Run 1, routed clock nets over the placement:
Bar = 20 µm.
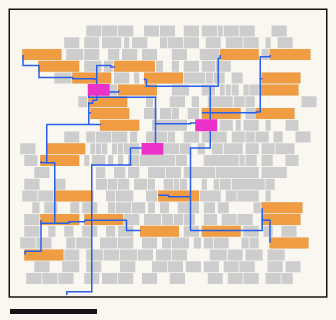
Run 1, clock wiring as the flow saved it:
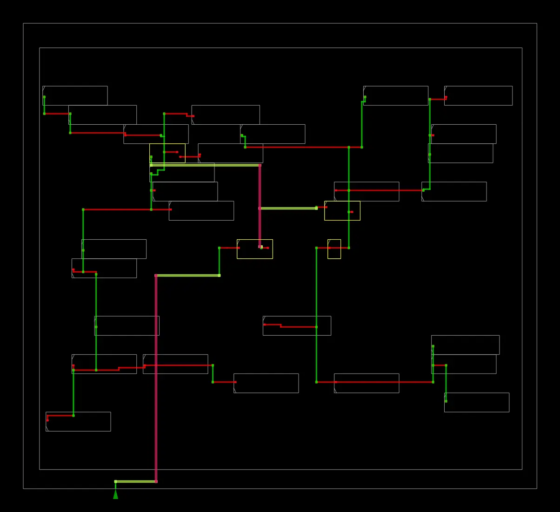
Run 1, a small window of the routed layout:
Region (40, 2) to (70, 32) µm. Cells in grey, sequential cells in the stronger grey; small squares are vias.
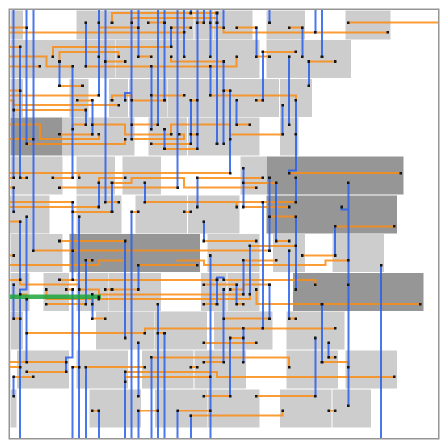
===== src/rtl/tl_vc_arbiter.sv =====
// tl_vc_arbiter
//   Round-robin scheduler between the four transaction-layer source FIFOs
//   (fifo1..fifo4) and the four destination FIFOs (fifo5..fifo8). Each
//   ACTIVE cycle it pops at most one eligible source head and pushes that
//   word one cycle later into the destination FIFO selected by the word's top
//   two bits. It also holds the almost-full/almost-empty thresholds loaded
//   during INIT.
//
// Ports
//   clk, reset_L               clock, asynchronous active-low reset
//   init                       configuration request (level)
//   umbral_IN_H / umbral_IN_L  thresholds to load while in INIT
//   src_empty, src_data        empty flags and FWFT head words of fifo1..fifo4
//   dst_almost_full, dst_full  status of fifo5..fifo8
//   src_pop                    one-hot pop strobe (combinational)
//   dst_push, dst_data         one-hot push strobe and word (registered)
//   umbral_H_out/umbral_L_out  active thresholds
//   state_out, active_out, idle_out, error_out  FSM state and status

module tl_vc_arbiter #(
    parameter int WORD_SIZE  = 10,
    parameter int PTR_L      = 3,
    parameter int FIFO_UNITS = 4
) (
    input  logic                            clk,
    input  logic                            reset_L,
    input  logic                            init,
    input  logic [PTR_L-1:0]                umbral_IN_H,
    input  logic [PTR_L-1:0]                umbral_IN_L,
    input  logic [FIFO_UNITS-1:0]           src_empty,
    input  logic [FIFO_UNITS*WORD_SIZE-1:0] src_data,
    input  logic [FIFO_UNITS-1:0]           dst_almost_full,
    input  logic [FIFO_UNITS-1:0]           dst_full,
    output logic [FIFO_UNITS-1:0]           src_pop,
    output logic [FIFO_UNITS-1:0]           dst_push,
    output logic [WORD_SIZE-1:0]            dst_data,
    output logic [PTR_L-1:0]                umbral_H_out,
    output logic [PTR_L-1:0]                umbral_L_out,
    output logic [1:0]                      state_out,
    output logic                            active_out,
    output logic                            idle_out,
    output logic                            error_out
);

    localparam logic [1:0] ST_RESET  = 2'd0;
    localparam logic [1:0] ST_INIT   = 2'd1;
    localparam logic [1:0] ST_IDLE   = 2'd2;
    localparam logic [1:0] ST_ACTIVE = 2'd3;

    localparam logic [PTR_L-1:0] UMBRAL_H_RST = PTR_L'(6);
    localparam logic [PTR_L-1:0] UMBRAL_L_RST = PTR_L'(1);

    function automatic logic [FIFO_UNITS-1:0] onehot(input logic [1:0] idx);
        logic [FIFO_UNITS-1:0] v;
        v      = '0;
        v[idx] = 1'b1;
        return v;
    endfunction

    logic [1:0]            state;
    logic [1:0]            next_state;
    logic [1:0]            ptr;
    logic [1:0]            cls [FIFO_UNITS];
    logic [FIFO_UNITS-1:0] elig;
    logic                  grant_vld;
    logic [1:0]            grant_idx;
    logic [WORD_SIZE-1:0]  grant_word;
    logic                  cfg_valid;
    logic                  err_set;

    // Per-source destination class and eligibility. A source whose target is
    // almost full is skipped without stalling the others.
    always_comb begin
        for (int i = 0; i < FIFO_UNITS; i++) begin
            cls[i]  = src_data[i*WORD_SIZE + WORD_SIZE - 2 +: 2];
            elig[i] = (state == ST_ACTIVE) && !src_empty[i] && !dst_almost_full[cls[i]];
        end
    end

    // Round-robin scan starting just after the last granted source.
    always_comb begin
        grant_vld = 1'b0;
        grant_idx = ptr;
        for (int k = 1; k <= FIFO_UNITS; k++) begin
            if (!grant_vld && elig[2'(ptr + 2'(k))]) begin
                grant_vld = 1'b1;
                grant_idx = 2'(ptr + 2'(k));
            end
        end
        grant_word = src_data[grant_idx*WORD_SIZE +: WORD_SIZE];
        src_pop    = grant_vld ? onehot(grant_idx) : '0;
    end

    assign cfg_valid = (umbral_IN_L < umbral_IN_H);

    // Error sources: a push landing on a full FIFO (almost-full margin was too
    // small) or an inconsistent threshold pair presented during INIT.
    assign err_set = (|(dst_full & dst_push)) || ((state == ST_INIT) && !cfg_valid);

    always_comb begin
        next_state = state;
        case (state)
            ST_RESET:  if (init) next_state = ST_INIT;
            ST_INIT:   if (!init) next_state = ST_IDLE;
            ST_IDLE: begin
                if (init)                      next_state = ST_INIT;
                else if (src_empty != 4'b1111) next_state = ST_ACTIVE;
            end
            ST_ACTIVE: begin
                // Leave only once the last in-flight push has drained.
                if (init)                                          next_state = ST_INIT;
                else if ((src_empty == 4'b1111) && (dst_push == '0)) next_state = ST_IDLE;
            end
            default:   next_state = ST_RESET;
        endcase
    end

    always_ff @(posedge clk or negedge reset_L) begin
        if (!reset_L) begin
            state        <= ST_RESET;
            ptr          <= 2'd3;
            dst_push     <= '0;
            dst_data     <= '0;
            umbral_H_out <= UMBRAL_H_RST;
            umbral_L_out <= UMBRAL_L_RST;
            active_out   <= 1'b0;
            idle_out     <= 1'b0;
            error_out    <= 1'b0;
        end else begin
            state      <= next_state;
            active_out <= (next_state == ST_ACTIVE);
            idle_out   <= (next_state == ST_IDLE);
            if (err_set) error_out <= 1'b1;

            if ((state == ST_INIT) && cfg_valid) begin
                umbral_H_out <= umbral_IN_H;
                umbral_L_out <= umbral_IN_L;
            end

            // pop -> push boundary: the granted word lands one cycle later
            if (grant_vld) begin
                ptr      <= grant_idx;
                dst_push <= onehot(grant_word[WORD_SIZE-1 -: 2]);
                dst_data <= grant_word;
            end else begin
                dst_push <= '0;
            end
        end
    end

    assign state_out = state;

endmodule


===== config.mk =====
export PLATFORM = sky130hd
export DESIGN_NAME = tl_vc_arbiter
export DESIGN_NICKNAME = d
export VERILOG_FILES = /design/src/rtl/tl_vc_arbiter.sv
export SDC_FILE = /design/constraint.sdc
export NUM_CORES = 1
export LEC_CHECK = 0
export CORE_ASPECT_RATIO = 0.9
export CORE_MARGIN = 2
export CORE_UTILIZATION = 39
export DETAILED_ROUTE_END_ITERATION = 10
export PLACE_DENSITY = 0.8
export SYNTH_ARGS = -nofsm -noshare
export SYNTH_HDL_FRONTEND = slang
export SYNTH_SLANG_ARGS = --single-unit

===== constraint.sdc =====
create_clock -name clk -period 3.4 [get_ports clk]
set_input_delay 0.85 -clock clk [delete_from_list [all_inputs] [get_ports clk]]
set_output_delay 0.85 -clock clk [all_outputs]
set_load 0.02 [all_outputs]

==> out/results.ini, run 1 <==
[worst_setup_path]
ff2ff_path_depth=9
start_kind=input port
cp.depth=8
cp_cell_sequence=buf_2 > mux4_2 > nor3_4 > a22oi_1 > o211ai_4 > nand2_2 > nor2_2 > buf_4
crit_start=dst_almost_full[3]
r2r_slack_ns=0.90
worstReg2RegEnd=dst_data[4]$_DFFE_PN0P_
reg2reg_from=state_out[1]$_DFF_PN0_
critical-path-max-stage-delay_ns=0.55
required_ns=2.55
cp-end-kind=output port
crit_buf_inv=2
path_delay_family=multiplexers
crit_type=input port to output port

[global_route]
grt_pass1_wl_mm=7.81
top_usage_layer=met2
grt_pass1_vias=1616
grt_overflow_total=0
use_met1_pct=29.0
grt_max_degree=28
use_met3_pct=4.12
grtUsageTotal_pct=21.1
met2_usage_pct=34.7

[routing]
num_vias=1658
drc=0
postRouteAntennaNets=0
top_layer_used=met4
drt-met1-wl_mm=2.26
met2_wirelength_mm=2.46
drt-total-wl_mm=4.93
drtPass1Iterations=4
wl_per_cell_um=16.0
drt_iter0_drc=92
via_per_inst=5.38

[placement]
place_area_um2=2710
io_buffers=89
place_ws_ns=-0.806

[finish]
logic_area_um2=997
mostFrequentLayoutCell=clkdlybuf4s50_1
utilization_pct=68.6
stdcell_area_um2=2810
most-common-layout-cells=70 x clkdlybuf4s50_1, 22 x dfrtp_1, 22 x buf_4
largest_reg_flops=10
clkbuf_count=3
seqAreaFraction_pct=24.2
regMostFlops=dst_data
final-clk-cell-share_pct=1.65
inv_count=6
syn_to_final_growth_pct=68.6
drive_gt1_share_pct=28.5
reg_top3=dst_data: 10 flops, dst_push: 4 flops
largest_class=buffers
antenna_cells=0
fillers=327
instances_no_fill=308
finish.net_count=324
seq_area_um2=682
signal_buffers=110
comb_cells=113
final-nonclk-buf-share_pct=35.7
sh_comb_area_pct=35.5

[clock_network]
ctsHoldBuffers=0
post_cts_resized=65
cts_max_path_buffers=2
cts_setup_buffers=1
cts-root-buf=clkbuf_8
htree_levels=1
clkSinkCount=27
cts_tree=done
path_clk_slew_ns=0.09

[yosys]
common_cells=22 x dfrtp_1, 15 x mux2i_1, 11 x nor2_1
postSynthCellCount=151
ys_area_um2=1670
top_logic_kind=multiplexers
ys_warn_count=0
ys_sh_aoi_pct=19.4
synth_flops=27
edf_count=0
synth.avg_cell_area_um2=11.0
ys_sh_mux_pct=20.6
syn_nets=214
netlist_area_um2=1670
ff_type=dfrtp_1
synth_seq_share_pct=40.9
async_flop_share_pct=100
simple_gate_area_share_pct=13.7
synthXorXnorAreaFrac_pct=0
top_area_share_pct=33.0
adder_share_pct=1.50
netlist.top_cell.by_area=dfrtp_1
top_cells_by_area=dfrtp_1 33%, mux2i_1 9.0%, dfstp_2 7.9%, mux2_2 5.4%, o22ai_1 3.8%
yosysUniqueCellTypes=45
top_cell=dfrtp_1

[pwr]
total_power_mw=1.62
ir_drop_v=0.000368
pwr-share-comb_pct=57.9
seq_power_uw=498
p_sw_share_pct=37.5
intPower_mw=1.01
seqPwrFrac_pct=30.8
clockPowerShare_pct=11.3
p_sw_uw=607

[floorplanning]
die_h_um=66.0
num_tap_cells=48
coreArea_um2=4100
ios=90
core.rowCount=22
dieArea_um2=4820
initCoreUtil_pct=40.7
die_w_um=72.9

[hold_path]
hold_path.class=flip-flop to flip-flop
min_path_cells=2
hold_path_end=umbral_H_out[2]$_DFFE_PN1P_
hp-start=umbral_H_out[2]$_DFFE_PN1P_

[timing]
tightest_slew_ns=0.379
worst_slack_ns=0.00896
finalCritPeriodShare_pct=99.7
hold_viol=0
max_clock_freq_ghz=0.295
fin_crit_ns=3.39
holdWs_ns=0.489
rsz0062_at_grt=yes

[run_status]
status=finished clean

[job]
tool_warnings=27
cap_violations=0

-- 'routed clock nets over the placement' (at the start) --
clock drivers: marked magenta, count 3. flip-flops: marked orange, count 27. clock wires: marked blue, length 345 µm.
There are 4 routed clock nets.

-- 'clock wiring as the flow saved it' (at the start) --
clock network power: 183 µW
Worst-Skew Late Latency: 0.27 ns
Seq cells: 27
Inserted Clock Buffers: 3
Setup Skew: 0.00460 ns

-- 'a small window of the routed layout' (at the start) --
metal 2: marked blue. metal 3: marked green. metal 1: marked orange.
Most frequent: clkdlybuf4s50_1 (14), buf_4 (7). Netlist names of flops here include dst_data (3), ptr (1). Sequential cells in the window: 4. 54 logic cells have their middle in the window.

==> run 2, diff against run 1 <==
CTS_CLUSTER_SIZE = 20   (was not set)
Run 2, a small window of the routed layout:
Region (40, 2) to (70, 32) µm. Cells in grey, sequential cells in the stronger grey; small squares are vias.
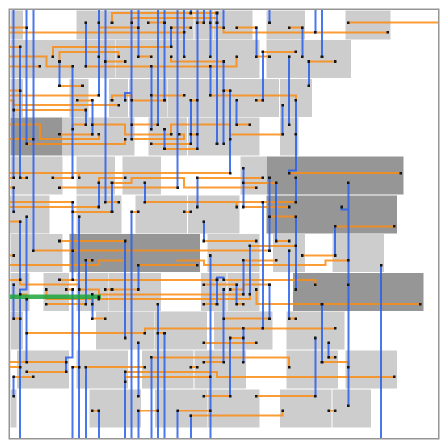
metal 3: marked green. metal 2: marked blue. metal 1: marked orange.
54 logic cells have their middle in the window. Most frequent: clkdlybuf4s50_1 (14), buf_4 (7). Sequential cells in the window: 4. Netlist names of flops here include dst_data (3), ptr (1).

Run 2, clock wiring as the flow saved it:
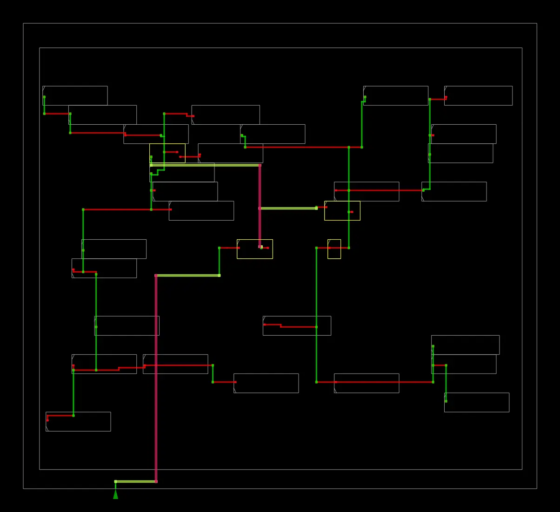
CLK BUF: 3
# clock sinks: 27

Run 2, routed clock nets over the placement:
Bar = 20 µm.
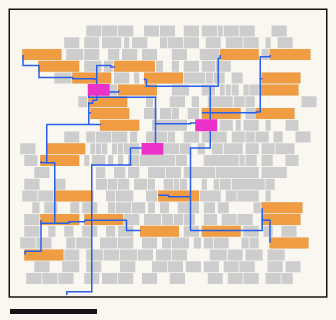
flip-flops: marked orange, count 27. clock drivers: marked magenta, count 3. clock wires: marked blue, length 345 µm.
There are 4 routed clock nets.

==> out/results.ini, run 2 <==
[routing]
via_per_inst=5.38
drtPass1Iterations=4
drt-met1-wl_mm=2.26
met2_wirelength_mm=2.46
drt_iter0_drc=92
wl_per_cell_um=16.0
drc=0
drt-total-wl_mm=4.93
num_vias=1658
postRouteAntennaNets=0

[timing]
max_clock_freq_ghz=0.295
hold_viol=0
holdWs_ns=0.489
fin_crit_ns=3.39
rsz0062_at_grt=yes
tightest_slew_ns=0.379
worst_slack_ns=0.00896

[clock_network]
clk_latency_ns=0.27
ctsHoldBuffers=0
post_cts_resized=65
numCtsBuffers=3
htree_levels=1
cts_tree=done
cts-root-buf=clkbuf_8
cts_max_path_buffers=2
path_clk_slew_ns=0.09

[floorplanning]
die_w_um=72.9
num_tap_cells=48
die_h_um=66.0
coreArea_um2=4100
dieArea_um2=4820
initCoreUtil_pct=40.7

[pwr]
total_power_mw=1.62
pwr-share-comb_pct=57.9
seq_power_uw=498
ir_drop_v=0.000368
clock_power_uw=183
intPower_mw=1.01
seqPwrFrac_pct=30.8
p_sw_uw=607
clockPowerShare_pct=11.3
p_sw_share_pct=37.5

[global_route]
use_met3_pct=4.12
met2_usage_pct=34.7
grt_max_degree=28
grt_pass1_vias=1616
grtUsageTotal_pct=21.1
grt_pass1_wl_mm=7.81
top_usage_layer=met2
grt_overflow_total=0
use_met1_pct=29.0

[worst_setup_path]
cp_cell_sequence=buf_2 > mux4_2 > nor3_4 > a22oi_1 > o211ai_4 > nand2_2 > nor2_2 > buf_4
cp.depth=8
r2r_slack_ns=0.90
crit_buf_inv=2
start_kind=input port
ff2ff_path_depth=9
cp-end-kind=output port
required_ns=2.55
worstReg2RegEnd=dst_data[4]$_DFFE_PN0P_
reg2reg_from=state_out[1]$_DFF_PN0_

[yosys]
postSynthCellCount=151
yosysUniqueCellTypes=45
netlist_area_um2=1670
ys_sh_mux_pct=20.6
top_cells_by_area=dfrtp_1 33%, mux2i_1 9.0%, dfstp_2 7.9%, mux2_2 5.4%, o22ai_1 3.8%
top_area_share_pct=33.0
synth_seq_share_pct=40.9
edf_count=0
synth_flops=27
top_logic_kind=multiplexers
ff_type=dfrtp_1
adder_share_pct=1.50
ys_sh_aoi_pct=19.4
ys_warn_count=0
top_cell=dfrtp_1
netlist.top_cell.by_area=dfrtp_1
simple_gate_area_share_pct=13.7
async_flop_share_pct=100
ys_area_um2=1670
syn_nets=214

[finish]
comb_cells=113
seq_area_um2=682
sh_comb_area_pct=35.5
utilization_pct=68.6
stdcell_area_um2=2810
logic_area_um2=997
flops=27
largest_class=buffers
signal_buffers=110
final-clk-cell-share_pct=1.65
antenna_cells=0
finish.net_count=324
fillers=327
seqAreaFraction_pct=24.2
largest_reg_flops=10
syn_to_final_growth_pct=68.6
regMostFlops=dst_data
final-nonclk-buf-share_pct=35.7
most-common-layout-cells=70 x clkdlybuf4s50_1, 22 x dfrtp_1, 22 x buf_4
reg_top3=dst_data: 10 flops, dst_push: 4 flops
drive_gt1_share_pct=28.5
mostFrequentLayoutCell=clkdlybuf4s50_1

[run_status]
status=finished clean

[hold_path]
hold_path.class=flip-flop to flip-flop
min_path_cells=2
hp-start=umbral_H_out[2]$_DFFE_PN1P_
hold_path_end=umbral_H_out[2]$_DFFE_PN1P_

[job]
cap_violations=0
tool_warnings=27

[placement]
io_buffers=89
place_ws_ns=-0.806

==> run 3, diff against run 2 <==
ABC_AREA = 0   (was not set)
CORE_UTILIZATION = 42   (was 39)
PLACE_DENSITY = 0.86   (was 0.8)
clock period = 3.9 ns   (was 3.4 ns; I/O delays follow)
Run 3, clock wiring as the flow saved it:
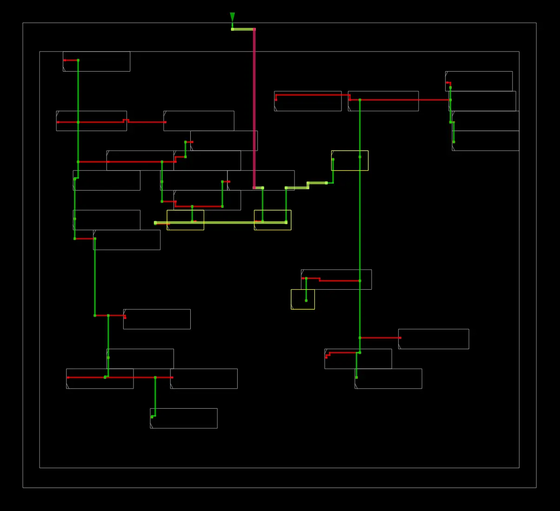
Setup Skew: 0.00425 ns
Worst-Skew Late Latency: 0.28 ns
clock network power: 167 µW

Run 3, drive-strength map:
Bar = 20 µm.
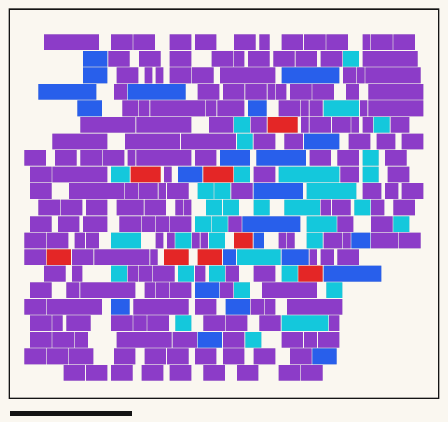
_0 and _1 cells: marked purple, cells 199, share 75%. _2 cells: marked blue, cells 23, share 8.6%. _6 and larger: marked red, cells 8, share 3.0%. _3 and _4 cells: marked cyan, cells 36, share 14%.
Final Instance Area: 2880 µm²
Signal buffers: 116
Area Growth Syn to Fin: 72.8%
Worst Setup Slack, final: 0.00718 ns

Run 3, routed clock nets over the placement:
Bar = 20 µm.
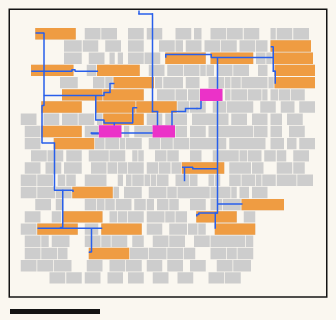
clock drivers: marked magenta, count 3. clock wires: marked blue, length 291 µm. flip-flops: marked orange, count 27.
There are 4 routed clock nets.
clock share of power: 11.5%

==> out/results.ini, run 3 <==
[yosys]
synth_flops=27
simple_gate_area_share_pct=13.7
netlist.top_cell.by_area=dfrtp_1
async_flop_share_pct=100
synth_seq_share_pct=40.9
netlist_area_um2=1670
ys_sh_aoi_pct=19.4
top_cell=dfrtp_1
top_logic_kind=multiplexers
top_area_share_pct=33.0
postSynthCellCount=151
ff_type=dfrtp_1
adder_share_pct=1.50
ys_warn_count=0
ys_area_um2=1670
ys_sh_mux_pct=20.6
top_cells_by_area=dfrtp_1 33%, mux2i_1 9.0%, dfstp_2 7.9%, mux2_2 5.4%, o22ai_1 3.8%
syn_nets=214
synth.avg_cell_area_um2=11.0
yosysUniqueCellTypes=45

[worst_setup_path]
critical-path-max-stage-delay_ns=0.55
start_kind=input port
path_delay_family=buffers and inverters
reg2reg_from=state_out[1]$_DFF_PN0_
cp-end-kind=output port
cp.depth=8
crit_type=input port to output port
crit_buf_inv=3
ff2ff_path_depth=10
r2r_slack_ns=1.14

[finish]
flops=27
drive_gt1_share_pct=25.2
instances_no_fill=312
largest_reg_flops=10
seqAreaFraction_pct=23.7
final-clk-cell-share_pct=1.74
antenna_cells=0
clkbuf_count=3
sh_comb_area_pct=34.0
inv_count=6
utilization_pct=76.7
finish.net_count=330
logic_area_um2=980
regMostFlops=dst_data
reg_top3=dst_data: 10 flops, dst_push: 4 flops
seq_area_um2=682
most-common-layout-cells=75 x clkdlybuf4s50_1, 27 x buf_4, 22 x dfrtp_1

[placement]
place_area_um2=2730
place_ws_ns=-0.627
io_buffers=89

[clock_network]
numCtsBuffers=3
cts_max_path_buffers=2
cts_setup_buffers=5
clkSinkCount=27
post_cts_resized=35
htree_levels=1
cts-root-buf=clkbuf_8
cts_tree=done

[global_route]
use_met3_pct=3.31
grt_max_degree=28
use_met1_pct=29.8
grtUsageTotal_pct=23.5
grt_overflow_total=0
top_usage_layer=met2
grt_pass1_vias=1778

[routing]
drt-total-wl_mm=5.22
drt_iter0_drc=68
drt-met1-wl_mm=2.16
top_layer_used=met4
via_per_inst=5.51
drc=0
postRouteAntennaNets=0
drtPass1Iterations=6
wl_per_cell_um=16.7

[floorplanning]
initCoreUtil_pct=44.4
num_tap_cells=46
ios=90
core.rowCount=21
coreArea_um2=3760
dieArea_um2=4490

[pwr]
seqPwrFrac_pct=30.5
p_sw_uw=551
seq_power_uw=444
pwr-share-comb_pct=58.0
ir_drop_v=0.000398
p_sw_share_pct=37.9
total_power_mw=1.45

[timing]
fin_crit_ns=3.89
max_clock_freq_ghz=0.257
hold_viol=0
finalCritPeriodShare_pct=99.8

[hold_path]
hp-start=umbral_H_out[1]$_DFFE_PN1P_
min_path_cells=2
hold_path_end=umbral_H_out[1]$_DFFE_PN1P_
hold_path.class=flip-flop to flip-flop

[job]
cap_violations=0
tool_warnings=26

[run_status]
status=finished clean

No activity file was given, so power comes from the tool's default toggle rates.
